## config.mk

```make
export PLATFORM = sky130hd
export DESIGN_NAME = mux_scan_ctrl_flat
export DESIGN_NICKNAME = d
export VERILOG_FILES = /design/src/rtl/mux_scan_pkg.sv /design/src/rtl/mux_scan_ctrl_if.sv /design/src/rtl/mux_scan_next.sv /design/src/rtl/mux_scan_ctrl.sv /design/src/flat_wrapper.sv
export SDC_FILE = /design/constraint.sdc
export NUM_CORES = 1
export LEC_CHECK = 0
export CAP_MARGIN = 20
export CORE_MARGIN = 2
export CORE_UTILIZATION = 30
export DETAILED_ROUTE_END_ITERATION = 7
export GPL_ROUTABILITY_DRIVEN = 0
export GPL_TIMING_DRIVEN = 0
export PLACE_DENSITY = 0.59
export SLEW_MARGIN = 30
export SYNTH_ARGS = -nofsm -noshare
export SYNTH_HDL_FRONTEND = slang
export SYNTH_SLANG_ARGS = --single-unit
```

## constraint.sdc

```tcl
create_clock -name clk -period 1.9 [get_ports clk]
set_input_delay 0.475 -clock clk [delete_from_list [all_inputs] [get_ports clk]]
set_output_delay 0.475 -clock clk [all_outputs]
set_load 0.02 [all_outputs]
```

## src/rtl/mux_scan_pkg.sv

```systemverilog
`default_nettype none
// ============================================================================
// Module      : mux_scan_pkg
// Description : Shared types, constants and the next-channel search function
//               for the mux scan controller.
// Revision    : 1.0 - initial release
// ============================================================================
package mux_scan_pkg;

    localparam int NCH   = 4;
    localparam int SEL_W = 2;

    typedef enum logic [1:0] {
        IDLE = 2'd0,
        SCAN = 2'd1,
        DONE = 2'd2
    } state_t;

    typedef struct packed {
        logic             found;
        logic [SEL_W-1:0] chan;
    } next_t;

    // Lowest set bit of mask strictly above cur; cur = -1 searches from the bottom.
    function automatic next_t next_chan(input logic [NCH-1:0] mask, input int cur);
        next_t res;
        res.found = 1'b0;
        res.chan  = '0;
        // Walk downwards so the last hit is the lowest qualifying channel.
        for (int i = NCH - 1; i >= 0; i--) begin
            if (mask[i] && (i > cur)) begin
                res.found = 1'b1;
                res.chan  = SEL_W'(i);
            end
        end
        return res;
    endfunction

endpackage
`default_nettype wire

```

## src/rtl/mux_scan_ctrl_if.sv

```systemverilog
`default_nettype none
// ============================================================================
// Module      : mux_scan_ctrl_if
// Description : Request, mux-facing and result signals of the scan controller.
//               master = requester/mux side, slave = controller.
// Revision    : 1.0 - initial release
// ============================================================================
interface mux_scan_ctrl_if;
    import mux_scan_pkg::*;

    logic                start;
    logic [NCH-1:0]      chan_mask;
    logic                mux_out;
    logic [SEL_W-1:0]    sel;
    logic                busy;
    logic                done;
    logic [NCH-1:0]      sample;
    logic [NCH-1:0]      valid_mask;

    modport master (
        output start, chan_mask, mux_out,
        input  sel, busy, done, sample, valid_mask
    );

    modport slave (
        input  start, chan_mask, mux_out,
        output sel, busy, done, sample, valid_mask
    );

endinterface
`default_nettype wire

```

## src/rtl/mux_scan_next.sv

```systemverilog
`default_nettype none
// ============================================================================
// Module      : mux_scan_next
// Description : Combinational finder for the next enabled channel. With
//               first=1 it returns the lowest set bit; otherwise the lowest
//               set bit above cur_sel.
// Revision    : 1.0 - initial release
// ============================================================================
module mux_scan_next
    import mux_scan_pkg::*;
(
    input  wire logic [NCH-1:0]   mask,
    input  wire logic [SEL_W-1:0] cur_sel,
    input  wire logic             first,
    output logic                  found,
    output logic [SEL_W-1:0]      chan
);

    int    w_cur;
    next_t w_res;

    // Search origin: -1 for the first channel, the current select otherwise.
    always_comb begin
        w_cur = first ? -1 : int'(cur_sel);
        w_res = next_chan(mask, w_cur);
        found = w_res.found;
        chan  = w_res.chan;
    end

endmodule
`default_nettype wire

```

## src/rtl/mux_scan_ctrl.sv

```systemverilog
`default_nettype none
// ============================================================================
// Module      : mux_scan_ctrl
// Description : Walks the enabled channels of a 4:1 mux in ascending order,
//               holding each select for DWELL cycles, samples the mux output
//               at the end of each dwell and reports the assembled word with
//               a one-cycle done pulse.
// Revision    : 1.0 - initial release
// ============================================================================
module mux_scan_ctrl #(
    parameter int DWELL = 2,   // legal range 1..255
    parameter int NCH   = 4    // fixed at 4
) (
    input  wire logic        clk,
    input  wire logic        rst,
    mux_scan_ctrl_if.slave   bus
);
    import mux_scan_pkg::*;

    localparam int c_CNT_W = (DWELL > 1) ? $clog2(DWELL) : 1;
    localparam logic [c_CNT_W-1:0] c_CNT_LAST = c_CNT_W'(DWELL - 1);

    state_t             r_state;
    logic [SEL_W-1:0]   r_sel;
    logic [c_CNT_W-1:0] r_cnt;
    logic               r_busy;
    logic               r_done;
    logic [NCH-1:0]     r_sample;
    logic [NCH-1:0]     r_mask;

    logic [NCH-1:0]     w_find_mask;
    logic               w_find_first;
    logic               w_found;
    logic [SEL_W-1:0]   w_next_sel;

    // In IDLE the finder looks at the live request mask from the bottom;
    // while scanning it looks above the current select in the latched mask.
    always_comb begin
        w_find_first = (r_state == IDLE);
        w_find_mask  = w_find_first ? bus.chan_mask : r_mask;
    end

    mux_scan_next u_next (
        .mask    (w_find_mask),
        .cur_sel (r_sel),
        .first   (w_find_first),
        .found   (w_found),
        .chan    (w_next_sel)
    );

    // Scan sequencer with registered outputs.
    always_ff @(posedge clk) begin
        if (rst) begin
            r_state  <= IDLE;
            r_sel    <= '0;
            r_cnt    <= '0;
            r_busy   <= 1'b0;
            r_done   <= 1'b0;
            r_sample <= '0;
            r_mask   <= '0;
        end else begin
            case (r_state)
                IDLE: begin
                    if (bus.start) begin
                        r_mask   <= bus.chan_mask;
                        r_sample <= '0;
                        r_cnt    <= '0;
                        if (w_found) begin
                            r_sel   <= w_next_sel;
                            r_busy  <= 1'b1;
                            r_state <= SCAN;
                        end else begin
                            // Empty mask: report an all-zero result immediately.
                            r_done  <= 1'b1;
                            r_state <= DONE;
                        end
                    end
                end
                SCAN: begin
                    if (r_cnt == c_CNT_LAST) begin
                        r_sample[r_sel] <= bus.mux_out;
                        r_cnt           <= '0;
                        if (w_found) begin
                            r_sel <= w_next_sel;
                        end else begin
                            // sel keeps the last channel scanned.
                            r_busy  <= 1'b0;
                            r_done  <= 1'b1;
                            r_state <= DONE;
                        end
                    end else begin
                        r_cnt <= r_cnt + c_CNT_W'(1);
                    end
                end
                DONE: begin
                    r_done  <= 1'b0;
                    r_state <= IDLE;
                end
                default: begin
                    r_busy  <= 1'b0;
                    r_done  <= 1'b0;
                    r_state <= IDLE;
                end
            endcase
        end
    end

    assign bus.sel        = r_sel;
    assign bus.busy       = r_busy;
    assign bus.done       = r_done;
    assign bus.sample     = r_sample;
    assign bus.valid_mask = r_mask;

endmodule
`default_nettype wire

```

## src/flat_wrapper.sv

```systemverilog
// flat-port wrapper written by rule: the top's interface ports become plain ports
module mux_scan_ctrl_flat import mux_scan_pkg::*;
#(
    parameter int DWELL = 2,                        
    parameter int NCH   = 4                 
)
  (clk, rst, bus_start, bus_chan_mask, bus_mux_out, bus_sel, bus_busy, bus_done, bus_sample, bus_valid_mask);
  mux_scan_ctrl_if bus_i ();
  input  wire logic clk;
  input  wire logic rst;
  input wire logic [$bits(bus_i.start)-1:0] bus_start;
  input wire logic [$bits(bus_i.chan_mask)-1:0] bus_chan_mask;
  input wire logic [$bits(bus_i.mux_out)-1:0] bus_mux_out;
  output wire logic [$bits(bus_i.sel)-1:0] bus_sel;
  output wire logic [$bits(bus_i.busy)-1:0] bus_busy;
  output wire logic [$bits(bus_i.done)-1:0] bus_done;
  output wire logic [$bits(bus_i.sample)-1:0] bus_sample;
  output wire logic [$bits(bus_i.valid_mask)-1:0] bus_valid_mask;
  assign bus_i.start = bus_start;
  assign bus_i.chan_mask = bus_chan_mask;
  assign bus_i.mux_out = bus_mux_out;
  assign bus_sel = bus_i.sel;
  assign bus_busy = bus_i.busy;
  assign bus_done = bus_i.done;
  assign bus_sample = bus_i.sample;
  assign bus_valid_mask = bus_i.valid_mask;
  mux_scan_ctrl #(.DWELL(DWELL), .NCH(NCH)) u_core (.clk(clk), .rst(rst), .bus(bus_i));
endmodule
```

==> results.txt, run 1 <==
run metrics: DRC Markers 0, CP arrival between 1000 and 1500 ps, Tcrit/Tclk final 0.954, number of H-tree levels 1, pin count of the biggest net entering global routing 11, outcome complete, no violations, Synth Flop Type dfxtp_1, largest class multi-input combinational cells, FF-to-FF End u_core.bus.done, wire per inst 13.2 um, hold-critical path depth 2, ys async rst share 0, post-CTS setup buffers 0, Syn-to-layout area delta 32.5%, Rows 18, ant diodes 0, Crit Path Class reg2out, Critical Path Fanout Max 10, XORs/XNORs by Area 0, minimum clock period around 1800 ps, Via density 5.03, comb_multi_in 69, Setup crit start u_core.bus.sel[0], yosys warning tally 0, DIE WIDTH between 50 and 60 um, Std-Cell Core Area 2480 um2, Yosys chip area 786 um2, Post-synth seq share 0.382, PwrDens roughly 850 nW/um2, max-slew violations 0, Logic area around 450 um2, Tool Warnings 26, comb area leader simple AND/OR/NAND/NOR gates, part of the power in combinational logic 0.372, number of non-clock inverters in the layout 1, switching share of total power 0.345, endpoints failing setup 0, hold_ws 476 ps, port buffer count 19, Hold Vio Cnt, Final 0
## run 1: cell usage in the layout, fill, tap and decap left out, types with 2 or more instances in the layout
cell type,n
nand3_1,2
clkbuf_4,3
clkbuf_1,2
buf_2,2
nor3_1,2
nor2_1,11
dfxtp_1,14
a21oi_1,9
mux2i_1,8
o21ai_0,4
nand2b_1,4
clkdlybuf4s50_1,19
nand2_1,6
or2_2,2
nor2b_1,5
## run 1: cell families after synthesis
kind of cell,count (synthesis)
AND/OR/NAND/NOR,38
flip-flops,15
AND-OR/OR-AND,23
buffers and inverters,6
multiplexers,8
## run 1: repair_timing
| item | in CTS | in global routing |
|---|---|---|
| hold endpoints to repair | 0 | 0 |
| resized | 1 | 0 |
| endpoints found under the setup margin | 1 | 0 |
run_1/m3.png
Scale: 8 px per um.
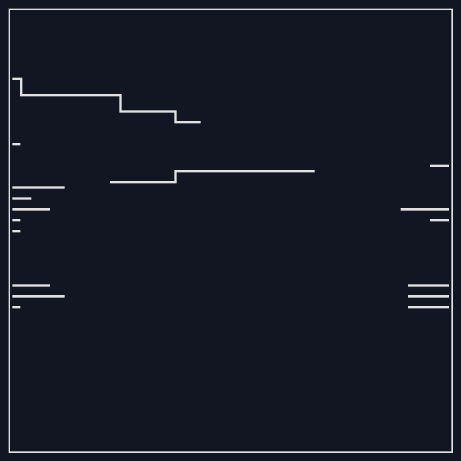
The longest straight run is 17.2 um. 17 nets have wire on it. The layer holds 5.6% of the routed length. The layer carries 106 um of wire. The wires run mostly horizontal.

run_1/layers.png
Scale: 4 px per um.
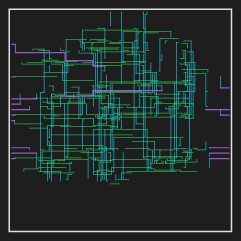
Key: M3 = purple [wire length 106 um]; M2 = cyan [wire length 840 um]; M1 = green [wire length 936 um]

run_1/clock_wires.png
Scale: 8 px per um.
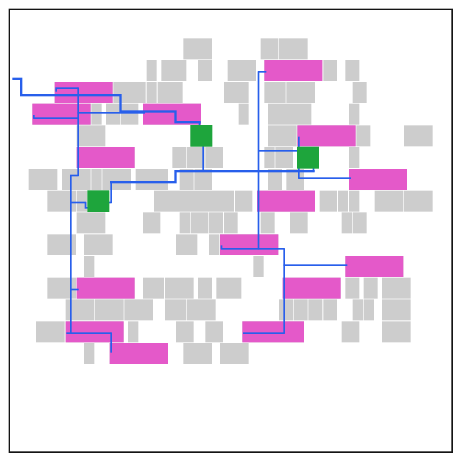
Key: clock-net drivers = green [count 3]; flip-flops = magenta [count 15]; clock wires = blue [length 202 um]
There are 4 routed clock nets.
Clock Power Share: 0.207
Late-Pin Clk Latency: 290 ps
Clk power: 0.184 mW
Setup Skew: 3.53 ps

run_1/gates.png
Scale: 4 px per um.
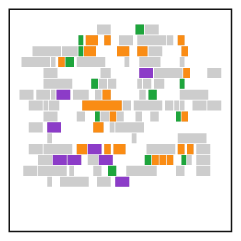

==> inputs of run 2 (changes only) <==
- CORE_UTILIZATION: 30 -> 46
- MAX_ROUTING_LAYER: not set -> met4
- PLACE_DENSITY: 0.59 -> 0.82
run_2/gates.png
Scale: 6 px per um.
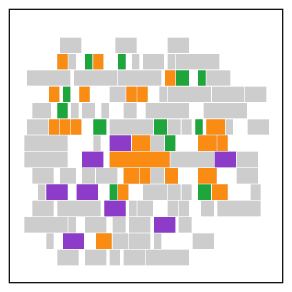
Key: mux cells = purple [cells 8]; aoi and oai cells = orange [cells 22]; nand cells = green [cells 12]

==> results.txt, run 2 <==
run metrics: outcome complete, no violations, wire per inst 13.4 um, part of the power in combinational logic 0.366, Clock Power Share 0.213, DRC Markers 0, most instantiated logic cells after routing 18 x clkdlybuf4s50_1, 15 x dfxtp_1, 11 x nor2_1, Tcrit/Tclk final 0.942, most used logic cell in the final layout clkdlybuf4s50_1, Clk power ~0.19 mW, Post-synth seq share 0.382, endpoints failing setup 0, comb area leader simple AND/OR/NAND/NOR gates, Tool Warnings 26, DIE WIDTH roughly 45 um, Via density 5.54, max-slew violations 0, Late-Pin Clk Latency 290 ps, post-CTS setup buffers 0, PwrDens 867 nW/um2, minimum clock period 1790 ps, Hold Vio Cnt, Final 0, Critical Path Fanout Max 5, Rows 14, port buffer count 19, XORs/XNORs by Area 0, ant diodes 0, switching share of total power 0.351, Crit Path Class reg2out, yosys warning tally 0, ys async rst share 0, hold_ws 481 ps, Synth Flop Type dfxtp_1, CP arrival between 1000 and 1500 ps, # resized after CTS 1, number of H-tree levels 1
run 2: cell counts after synthesis:
No cell type changed its count.
run 2: worst paths after layout:
kind,startpoint,endpoint,slack [ps],cells after the start
setup reg to reg,u_core.r_state[0],u_core.bus.done,220,5
hold reg to reg,u_core.bus.sample[2],u_core.bus.sample[2],480,2
setup / recovery,u_core.bus.valid_mask[3],bus_valid_mask[3],110,1
hold / removal,u_core.bus.sample[2],u_core.bus.sample[2],480,2
run 2: area by class of cell:
class | count | area, um2 | share of cell area
repair buffers | 19 | 189 | 0.185
inverters | 1 | 3.75 | 0.00367
flip-flops and latches | 15 | 300 | 0.294
plain buffers | 5 | 30.0 | 0.0294
multi-input cells | 69 | 452 | 0.442
well taps | 16 | 20.0 | 0.0196
clock buffers | 3 | 22.5 | 0.0220
clock inverters | 1 | 5.00 | 0.00490
==> inputs of run 3 (changes only) <==
- CTS_CLUSTER_DIAMETER: not set -> 80
run_3/layers.png
Scale: 6 px per um.
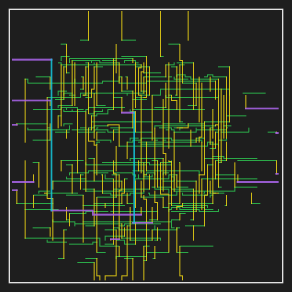
Key: M3 = purple [wire length 52.0 um]; M2 = yellow [wire length 806 um]; M4 = cyan [wire length 43.5 um]; M1 = green [wire length 834 um]
all-layer global routing usage: 0.195
Routed WL: 1.74 mm
routed vias: 715
wire per inst: 13.4 um

==> results.txt, run 3 <==
run metrics: hold-critical path depth 2, CP arrival between 1000 and 1500 ps, combinational share of cell area 0.442, Hold EP u_core.bus.sample[2], worst r2r src u_core.r_state[0], Hold Vio Cnt, Final 0, non-clk buf share 0.214, Sequential cell area 300 um2, max-slew violations 0, Logic area 452 um2, Setup Skew 1.41 ps, part of the power in combinational logic 0.366, largest class multi-input combinational cells, Critical Path Fanout Max 5, Setup crit start u_core.bus.valid_mask[3], yosys warning tally 0, DRC Markers 0, FF-to-FF End u_core.bus.done, Rows 14, Clk power 0.189 mW, most instantiated logic cells after routing 18 x clkdlybuf4s50_1, 15 x dfxtp_1, 11 x nor2_1, Via density 5.54, outcome complete, no violations, ant diodes 0, Seq cells 15, start point of the worst hold path u_core.bus.sample[2], R2R depth 5, pin count of the biggest net entering global routing 11, tap cells 16, minimum clock period ~1800 ps, Late-Pin Clk Latency 290 ps, most used logic cell in the final layout clkdlybuf4s50_1, Crit Path Class reg2out, number of H-tree levels 1, Non-clk bufs 24, number of non-clock inverters in the layout 1
[run 3: cell counts after synthesis]
No cell type changed its count.
[run 3: routing by layer]
metal	global-route usage	routed length (um)	part of all wire
met2	0.286	806	0.46
met4	0.124	43	0.025
met1	0.238	833	0.48
met5	-	0	0
met3	0.0480	51	0.029
[run 3: per-stage QoR]
step	hold slack [ps]	setup TNS, ps	instance area, um2	utilization	instances
final	481	0	1020	0.656	129
after CTS	480	0	1020	0.656	129
after detailed placement	466	-693	996	0.639	125
after global routing	496	0	1020	0.656	129
after global placement	461	-608	996	0.639	125
after floorplan	496	0	786	-	90
[run 3: repair_timing]
action,CTS,global route
endpoints found under the setup margin,1,0
buffers inserted,0,0
endpoints found under the hold margin,0,0
gates resized,1,0
Power figures rest on the tool's default switching activity, not on a simulated workload.
